Figure 1. Routed metal, one color a layer (run 1).
Two of the layers only.
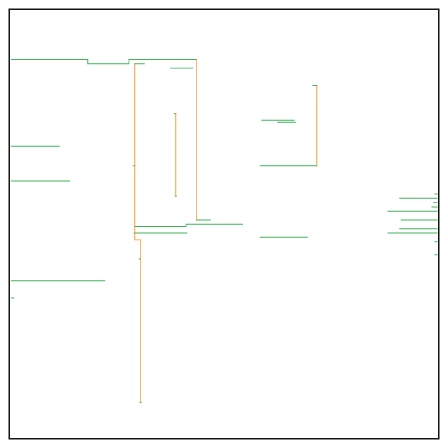
Figure 2. Port wiring (run 1).
Scale bar: 50 um.
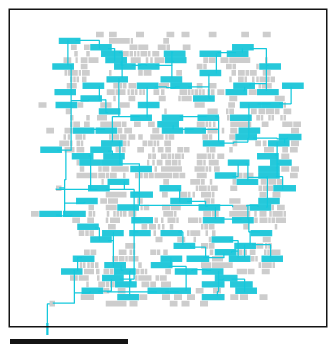
Figure 3. Register map, names as in the netlist (run 1).
Other sequential cells in the stronger gray, the rest of the logic in the fainter gray.
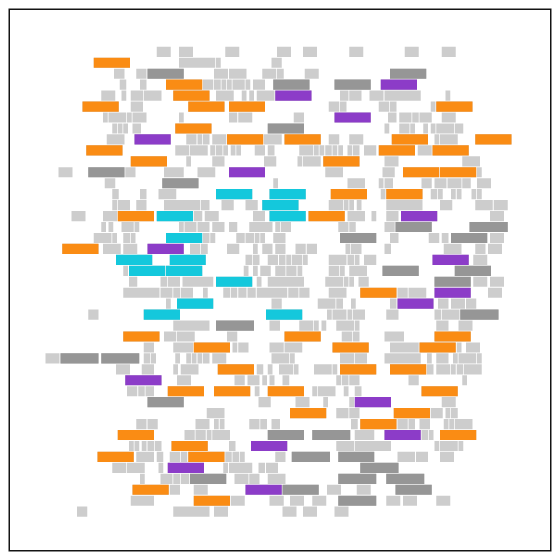
Figure 4. Cell outlines without signal wires (run 1).
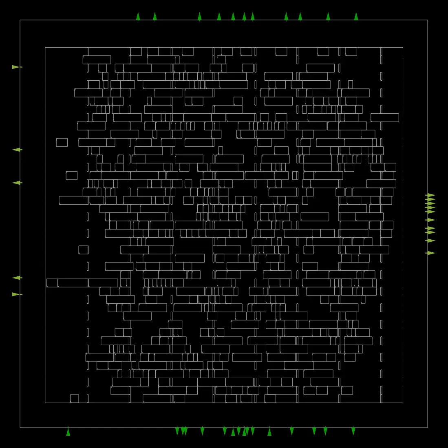
### config.mk
export PLATFORM = sky130hd
export DESIGN_NAME = matrix_key_scan_flat
export DESIGN_NICKNAME = d
export VERILOG_FILES = /design/src/rtl/matrix_key_scan_pkg.sv /design/src/rtl/matrix_key_scan_if.sv /design/src/rtl/matrix_key_scan_key_debounce.sv /design/src/rtl/matrix_key_scan.sv /design/src/flat_wrapper.sv
export SDC_FILE = /design/constraint.sdc
export NUM_CORES = 1
export LEC_CHECK = 0
export CAP_MARGIN = 25
export CORE_MARGIN = 8
export CORE_UTILIZATION = 40
export DETAILED_ROUTE_END_ITERATION = 8
export PLACE_DENSITY = 0.55
export SLEW_MARGIN = 10
export SYNTH_ARGS = -nofsm -noshare
export SYNTH_HDL_FRONTEND = slang
export SYNTH_SLANG_ARGS = --single-unit
### constraint.sdc
create_clock -name clk -period 2.2 [get_ports clk]
set_input_delay 0.44 -clock clk [delete_from_list [all_inputs] [get_ports clk]]
set_output_delay 0.44 -clock clk [all_outputs]
set_load 0.05 [all_outputs]
### src/rtl/matrix_key_scan_pkg.sv
// Shared definitions for the keypad scanner.
// Contents:
//   row_state_t         - the four row-scan states R0..R3
//   ROW_R0..ROW_R3      - active-low row drive pattern for each state
//   KEY_*               - calculator meaning of each key_out/key_pulse bit (row*4 + col)
//   row_drive()         - maps a scan state to its row drive pattern
package matrix_key_scan_pkg;

   typedef enum logic [1:0] {R0, R1, R2, R3} row_state_t;

   localparam logic [3:0] ROW_R0 = 4'b1110;
   localparam logic [3:0] ROW_R1 = 4'b1101;
   localparam logic [3:0] ROW_R2 = 4'b1011;
   localparam logic [3:0] ROW_R3 = 4'b0111;

   localparam int KEY_1   = 0;
   localparam int KEY_2   = 1;
   localparam int KEY_3   = 2;
   localparam int KEY_ADD = 3;
   localparam int KEY_4   = 4;
   localparam int KEY_5   = 5;
   localparam int KEY_6   = 6;
   localparam int KEY_SUB = 7;
   localparam int KEY_7   = 8;
   localparam int KEY_8   = 9;
   localparam int KEY_9   = 10;
   localparam int KEY_MUL = 11;
   localparam int KEY_0   = 12;
   localparam int KEY_CLR = 13;
   localparam int KEY_EQ  = 14;
   localparam int KEY_DIV = 15;

   function automatic logic [3:0] row_drive(input row_state_t s);
      case (s)
         R0:      row_drive = ROW_R0;
         R1:      row_drive = ROW_R1;
         R2:      row_drive = ROW_R2;
         default: row_drive = ROW_R3;
      endcase
   endfunction

endpackage

### src/rtl/matrix_key_scan_if.sv
// Keypad-side and consumer-side signals of the scanner.
//   col       - keypad columns, pulled up, 0 = key in the driven row pressed
//   row       - keypad row drive, exactly one bit low
//   key_out   - debounced level per key, bit = row*4 + col
//   key_pulse - one-clk pulse per key on debounced press
// Modports: master = scanner, slave = keypad/consumer side.
interface matrix_key_scan_if;
   logic [3:0]  col;
   logic [3:0]  row;
   logic [15:0] key_out;
   logic [15:0] key_pulse;

   modport master (input col, output row, output key_out, output key_pulse);
   modport slave  (output col, input row, input key_out, input key_pulse);
endinterface

### src/rtl/matrix_key_scan_key_debounce.sv
// Single-key debouncer: level changes only after DEB_FRAMES consecutive
// samples that disagree with it; any agreeing sample restarts the count.
// Ports:
//   clk, rst_n - clock, asynchronous active-low reset
//   sample_en  - high on this key's sample instant
//   raw        - raw pressed state (1 = pressed), valid when sample_en
//   level      - debounced level, 1 = pressed
//   pulse      - one-clk pulse on the edge level goes 0->1
module key_debounce #(
   parameter int DEB_FRAMES = 5
) (
   input  logic clk,
   input  logic rst_n,
   input  logic sample_en,
   input  logic raw,
   output logic level,
   output logic pulse
);

   localparam int CW = (DEB_FRAMES > 1) ? $clog2(DEB_FRAMES) : 1;

   logic [CW-1:0] cnt;

   // NOTE: sequential state uses non-blocking assignments so every register
   // samples pre-edge values regardless of statement order.
   always_ff @(posedge clk or negedge rst_n) begin
      if (!rst_n) begin
         cnt   <= '0;
         level <= 1'b0;
         pulse <= 1'b0;
      end else begin
         pulse <= 1'b0;
         if (sample_en) begin
            if (raw == level) begin
               cnt <= '0;
            end else if (cnt == CW'(DEB_FRAMES - 1)) begin
               level <= raw;
               cnt   <= '0;
               pulse <= raw;   // press only; release stays silent
            end else begin
               cnt <= cnt + 1'b1;
            end
         end
      end
   end

endmodule

### src/rtl/matrix_key_scan.sv
// 4x4 keypad scanner: drives one row low per slot of SCAN_DIV clocks,
// samples the synchronised columns at the end of the slot, and debounces
// each of the 16 keys independently.
// Ports:
//   clk   - system clock (12 MHz)
//   rst_n - asynchronous active-low reset
//   bus   - keypad/consumer interface (col in; row, key_out, key_pulse out)
module matrix_key_scan
   import matrix_key_scan_pkg::*;
#(
   parameter int SCAN_DIV   = 12000,
   parameter int DEB_FRAMES = 5
) (
   input  logic                clk,
   input  logic                rst_n,
   matrix_key_scan_if.master   bus
);

   localparam int DIV_W = (SCAN_DIV > 1) ? $clog2(SCAN_DIV) : 1;

   logic [3:0]       col_meta;
   logic [3:0]       col_sync;
   logic [DIV_W-1:0] div_cnt;
   row_state_t       state;
   row_state_t       state_next;
   logic             slot_end;
   logic [3:0]       row_sample;
   logic [15:0]      key_out;
   logic [15:0]      key_pulse;

   // Columns idle high, so the synchroniser resets to "nothing pressed".
   always_ff @(posedge clk or negedge rst_n) begin
      if (!rst_n) begin
         col_meta <= 4'b1111;
         col_sync <= 4'b1111;
      end else begin
         col_meta <= bus.col;
         col_sync <= col_meta;
      end
   end

   assign slot_end   = (div_cnt == DIV_W'(SCAN_DIV - 1));
   assign state_next = row_state_t'(2'(state + 2'd1));

   // Sampling at slot end gives the row SCAN_DIV-1 cycles to settle before
   // its columns are used; the row advances on that same edge.
   always_ff @(posedge clk or negedge rst_n) begin
      if (!rst_n) begin
         state   <= R0;
         div_cnt <= '0;
         bus.row <= ROW_R0;
      end else if (slot_end) begin
         state   <= state_next;
         div_cnt <= '0;
         bus.row <= row_drive(state_next);
      end else begin
         div_cnt <= div_cnt + 1'b1;
      end
   end

   // One-hot enable of the row whose keys are sampled this cycle.
   assign row_sample = slot_end ? (4'b0001 << state) : 4'b0000;

   for (genvar i = 0; i < 16; i++) begin : g_key
      key_debounce #(
         .DEB_FRAMES (DEB_FRAMES)
      ) u_debounce (
         .clk       (clk),
         .rst_n     (rst_n),
         .sample_en (row_sample[i / 4]),
         .raw       (~col_sync[i % 4]),
         .level     (key_out[i]),
         .pulse     (key_pulse[i])
      );
   end

   assign bus.key_out   = key_out;
   assign bus.key_pulse = key_pulse;

endmodule

### src/flat_wrapper.sv
// flat-port wrapper written by rule: the top's interface ports become plain ports
module matrix_key_scan_flat import matrix_key_scan_pkg::*;
#(
   parameter int SCAN_DIV   = 12000,
   parameter int DEB_FRAMES = 5
)
  (clk, rst_n, bus_col, bus_row, bus_key_out, bus_key_pulse);
  matrix_key_scan_if bus_i ();
  input  logic clk;
  input  logic rst_n;
  input wire logic [$bits(bus_i.col)-1:0] bus_col;
  output wire logic [$bits(bus_i.row)-1:0] bus_row;
  output wire logic [$bits(bus_i.key_out)-1:0] bus_key_out;
  output wire logic [$bits(bus_i.key_pulse)-1:0] bus_key_pulse;
  assign bus_i.col = bus_col;
  assign bus_row = bus_i.row;
  assign bus_key_out = bus_i.key_out;
  assign bus_key_pulse = bus_i.key_pulse;
  matrix_key_scan #(.SCAN_DIV(SCAN_DIV), .DEB_FRAMES(DEB_FRAMES)) u_core (.clk(clk), .rst_n(rst_n), .bus(bus_i));
endmodule
==> notes.md, run 1 <==
Main metrics from the flow reports.

The power consumed by sequential cells came out at 2020 uW. The headroom to the max-slew limit is approximately 64%. By instance count after routing, the leading logic cell types are 97 x sky130_fd_sc_hd__dfrtp_1, 57 x sky130_fd_sc_hd__nand2_1, 47 x sky130_fd_sc_hd__inv_1. Post-synth the commonest register cell is sky130_fd_sc_hd__dfrtp_1.

The critical path capture point is bus_row[2]. Internal power comes to around 2900 uW. The total negative slack for setup checks is 0 ns. The core utilization at floorplan is 40.5%. The remaining global-route overflow came out at 0. For reference, the top cells by area after synthesis are sky130_fd_sc_hd__dfrtp_1 43%, sky130_fd_sc_hd__ha_1 8.3%, sky130_fd_sc_hd__dfstp_2 5.2%. The routed length on met2 is between 5 and 6 mm.

The reported combinational group power came out at between 90 and 100 uW. The time the final worst path needs with I/O delays and setup came out at around 2.1 ns. The element type at the critical path start is a flip-flop. Global routing used between 20% and 30% of the available met2 tracks. The run finished with clean final reports. Counting the warning lines in the Yosys log gives 0. The slack of the worst reg-to-reg path came out at ~0.10 ns. The CTS sink count came out at 108. STA classifies the critical path endpoint as an output port.

The number of antenna diodes in the final layout is 0.
Notes on Figure 1 above:
- orange: metal 4 (wire length 209 um)
- green: metal 3 (wire length 310 um)

Notes on Figure 2 above:
- cyan: rst_n (bits 1; direction input; end cells 108; wire 977 um)
number of I/O pins: 42
Buffers on Ports: 41

Notes on Figure 3 above:
- purple: u_core.g_key.u_debounce.level (flops 16)
- cyan: u_core.div_cnt (flops 14)
- orange: u_core.g_key.u_debounce.cnt (flops 48)
- not colored: 30
sequential cell area: 0.00272 mm2
proportion of cell area occupied by registers: 43.0%

Notes on Figure 4 above:
Filler Cells Inserted: 1321
core utilization of the finished layout: 45.9%
Core Area: 0.0138 mm2
count of standard-cell rows: 43
Tap Count: 180

==> run 1: state kept, by name, summed over array words and instances (netlist names) <==
register	flops
u_core.col_meta	4
u_core.bus.row	4
u_core.col_sync	4
u_core.g_key.u_debounce.pulse	16
u_core.g_key.u_debounce.cnt	48
u_core.g_key.u_debounce.level	16
u_core.div_cnt	14
u_core.state	2
==> run 1: layout make-up <==
| type | instances | area [um2] |
|---|---|---|
| fill | 1321 | 7450 |
| sequential | 108 | 2720 |
| multi-input combinational | 312 | 2350 |
| timing repair buffer | 59 | 556 |
| clock buffer | 15 | 288 |
| tap | 180 | 225 |
| inverter | 47 | 176 |
| clock inverter | 1 | 5.00 |
==> run 1: through the flow <==
stage	setup WS, ns	std cells
3_3_place_gp	0.139	706
2_1_floorplan	0.260	519
6_report	0.0532	722
4_1_cts	0.0167	722
3_5_place_dp	0.0822	706
5_1_grt	-0.0297	722
==> run 1: worst min-delay path by stage <==
stage | from | to | cells after the start
2_1_floorplan | rst_n | u_core.bus.row[0] | 0
3_3_place_gp | u_core.col_meta[1] | u_core.col_sync[1] | 0
3_5_place_dp | u_core.col_meta[2] | u_core.col_sync[2] | 0
4_1_cts | rst_n | u_core.g_key[5].u_debounce.cnt[1] | 1
5_1_grt | rst_n | u_core.g_key[5].u_debounce.cnt[1] | 1
6_report | rst_n | u_core.g_key[5].u_debounce.cnt[1] | 1
==> run 1: cell families after synthesis <==
group	count (synthesis)	share of synthesized area, %
flip-flops	108	48.6
buffers and inverters	99	9.70
XOR/XNOR	25	3.92
AND/OR/NAND/NOR	140	14.0
multiplexers	17	3.05
AND-OR/OR-AND	93	12.4
adder cells (fa/ha/maj)	37	8.29
==> run 1: repair_timing <==
action                                  4_1_cts  5_1_grt
resized                                       0        5
hold buffers                                  0        0
hold endpoints to repair                      0        0
endpoints found under the setup margin        0       23
Figure 5. Metal 2 (run 1).
Scale bar: 50 um.
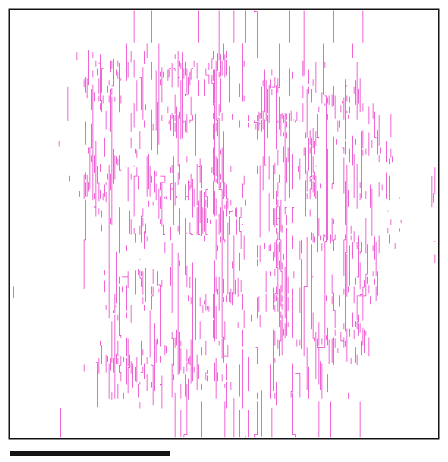

==> run 2: changes to the inputs <==
Settings changed: SYNTH_HIERARCHICAL set to 1.
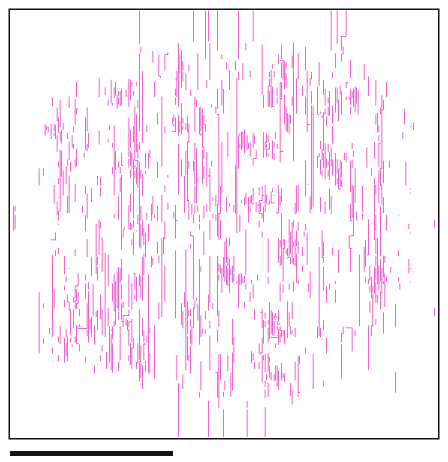
Figure 6: run 2, metal 2.
Scale bar: 50 um.
- nets with wire on the layer: 530
- wire length on this layer: 4570 um
- share of all routed wire: 44%
- main direction: vertical
- longest straight run: 47.6 um

==> run 2 against run 1 <==
  * Sequential share of layout area fell by 3.3 points
  * Final area rose by 8.4%
  * Synthesized cell count fell by 7.5%
  * Worst setup slack got worse by 0.00053 ns
==> notes.md, run 2 <==
Main metrics from the flow reports.

The flow ran to the end, and the final reports show no timing, DRC or antenna violations. The number of fill cells is 1194 (-9.6%). The number of antenna diodes came out at 0 (unchanged).

The routed design shows a wire length per standard cell of ~14 um. TritonCTS built the clock tree. The logic area was 0.00258 mm2 (+9.6%). The initial antenna violation count is 0.

The worst setup path is launched from a flip-flop. The number of buffers added to fix hold violations after cts came to 0 (unchanged). The met2 capacity usage during global routing came out at 18.4% (-2.1 points). The total negative slack for setup checks came to 0 ns (unchanged).

The count of endpoints failing hold in the final timing report is 0. The worst path setup slack after routing came out at 0.0526 ns (-0.000530 ns). The slack of the worst reg-to-reg path is 0.10 ns (about the same). The floorplan die area is between 0.015 and 0.02 mm2. The number of primary I/O pins is 42 (unchanged). For this run, the leading register cell type out of synthesis is sky130_fd_sc_hd__dfrtp_1. The maximum resistive drop on vdd is roughly 0.31 mV. The critical path capture point is bus_row[1]. The internal power contribution was 3050 uW (+4.4%).

The headroom to the max-slew limit came out at 64.7% (+0.34 points). Ranking logic cells in the layout by count gives the top entries 97 x sky130_fd_sc_hd__dfrtp_1, 48 x sky130_fd_sc_hd__inv_1, 40 x sky130_fd_sc_hd__clkdlybuf4s50_1. The core utilization at floorplan was 40.6% (+0.095 points). The time the final worst path needs with I/O delays and setup is 2.15 ns (+0.000530 ns). The flip-flop count of the largest register, all copies and words added was 48 (unchanged). The largest register by flop count is u_core/g_key.u_debounce/cnt. The script computed the net switching share of total power as 20.8%.

The CTS sink count is 108 (unchanged). The worst register-to-register path begins at u_core/div_cnt[12]. The tally of yosys warning messages is 6 (+6). The power consumed by sequential cells is 2000 uW (about the same).

The maximum number of pins on one net before global-route repair is 60. The Yosys chip area came out at approximately 0.0053 mm2. The area fraction of the largest cell type after synthesis is between 40% and 50%.

Global routing consumed, on the met3 layer, 3.47% of the routing resources. The number of cell rows is 42 (-2.3%). In the final layout, the registers with the most flip-flops are u_core/g_key.u_debounce/cnt: 48 flops, u_core/g_key.u_debounce/level: 16 flops, u_core/g_key.u_debounce/pulse: 16 flops. The pre-CTS setup slack is -0.105 ns (-0.187 ns). The half-perimeter wire length of the detailed placement result came out at about 7.0 mm.

Total global-route track usage over all layers is around an eighth. The logic gate share of total power is 2.4%. The core box area came out at 0.0131 mm2 (-4.6%). The reported combinational group power is 91.3 uW (about the same).

The worst setup skew after layout came out at roughly 0.011 ns. The main area contributors are sky130_fd_sc_hd__dfrtp_1 45%, sky130_fd_sc_hd__ha_1 9.1%, sky130_fd_sc_hd__dfstp_2 5.4%. The critical path capture point type is an output port. The total of buffers placed on input and output ports came out at 41 (unchanged).

The utilization of the core after routing came out at 52.2% (+6.3 points). The area taken by flip-flops and latches came out at 0.00272 mm2 (unchanged). The floorplan net count is 525.
run 2: kinds of logic (layout without fill, tap and decap cells):
family                   Yosys count  in the layout  share of synthesized area [%]
AND-OR/OR-AND                     74             74                           8.67
flip-flops                       108            108                           50.9
AND/OR/NAND/NOR                  152            156                           17.4
multiplexers                      21             21                           5.44
adder cells (fa/ha/maj)           39             39                           9.14
buffers and inverters             62            162                           4.50
XOR/XNOR                          24             24                           3.94
run 2: layout make-up:
cell class,instances,area share [%]
Timing Repair Buffer,86,11.4
Clock inverter,6,1.28
Sequential cell,108,39.6
Tap cell,176,3.21
Inverter,60,3.29
Multi-Input combinational cell,314,37.6
Clock buffer,10,3.49
run 2: layer usage:
metal	vias up	wire length, um
met4	0	267
li1	1880	-
met3	19	475
met2	66	4570
met1	1872	5130
met5	-	0
run 2: what timing repair did:
item	in CTS	in global routing
buffers inserted	1	5
endpoints found under the setup margin	36	48
pin swaps	1	3
gates resized	1	8
gates cloned	1	3
run 2: worst reg2reg max path, cell delays in order (launching register included):
cell and delay [ns]:
sky130_fd_sc_hd__dfrtp_1 0.38, sky130_fd_sc_hd__or4b_4 0.56, sky130_fd_sc_hd__nor4_4 0.19, sky130_fd_sc_hd__buf_6 0.19, sky130_fd_sc_hd__and2_4 0.26, sky130_fd_sc_hd__buf_6 0.14
sky130_fd_sc_hd__nand2_1 0.05, sky130_fd_sc_hd__o22ai_1 0.12, sky130_fd_sc_hd__a22o_1 0.16
run 2: stage by stage:
stage / cells / hold slack (ns) / area, um2 / total power, uW
final: 760 / 0.0263 / 6850 / 3850
after global routing: 760 / 0.0614 / 6850 / 4010
after CTS: 752 / 0.0376 / 6760 / 3920
after detailed placement: 734 / 0.347 / 6420 / 2130
after global placement: 734 / 0.346 / 6420 / 2130
after floorplan: 480 / 0.144 / 5500 / 2070
No activity file was given, so power comes from the tool's default toggle rates.
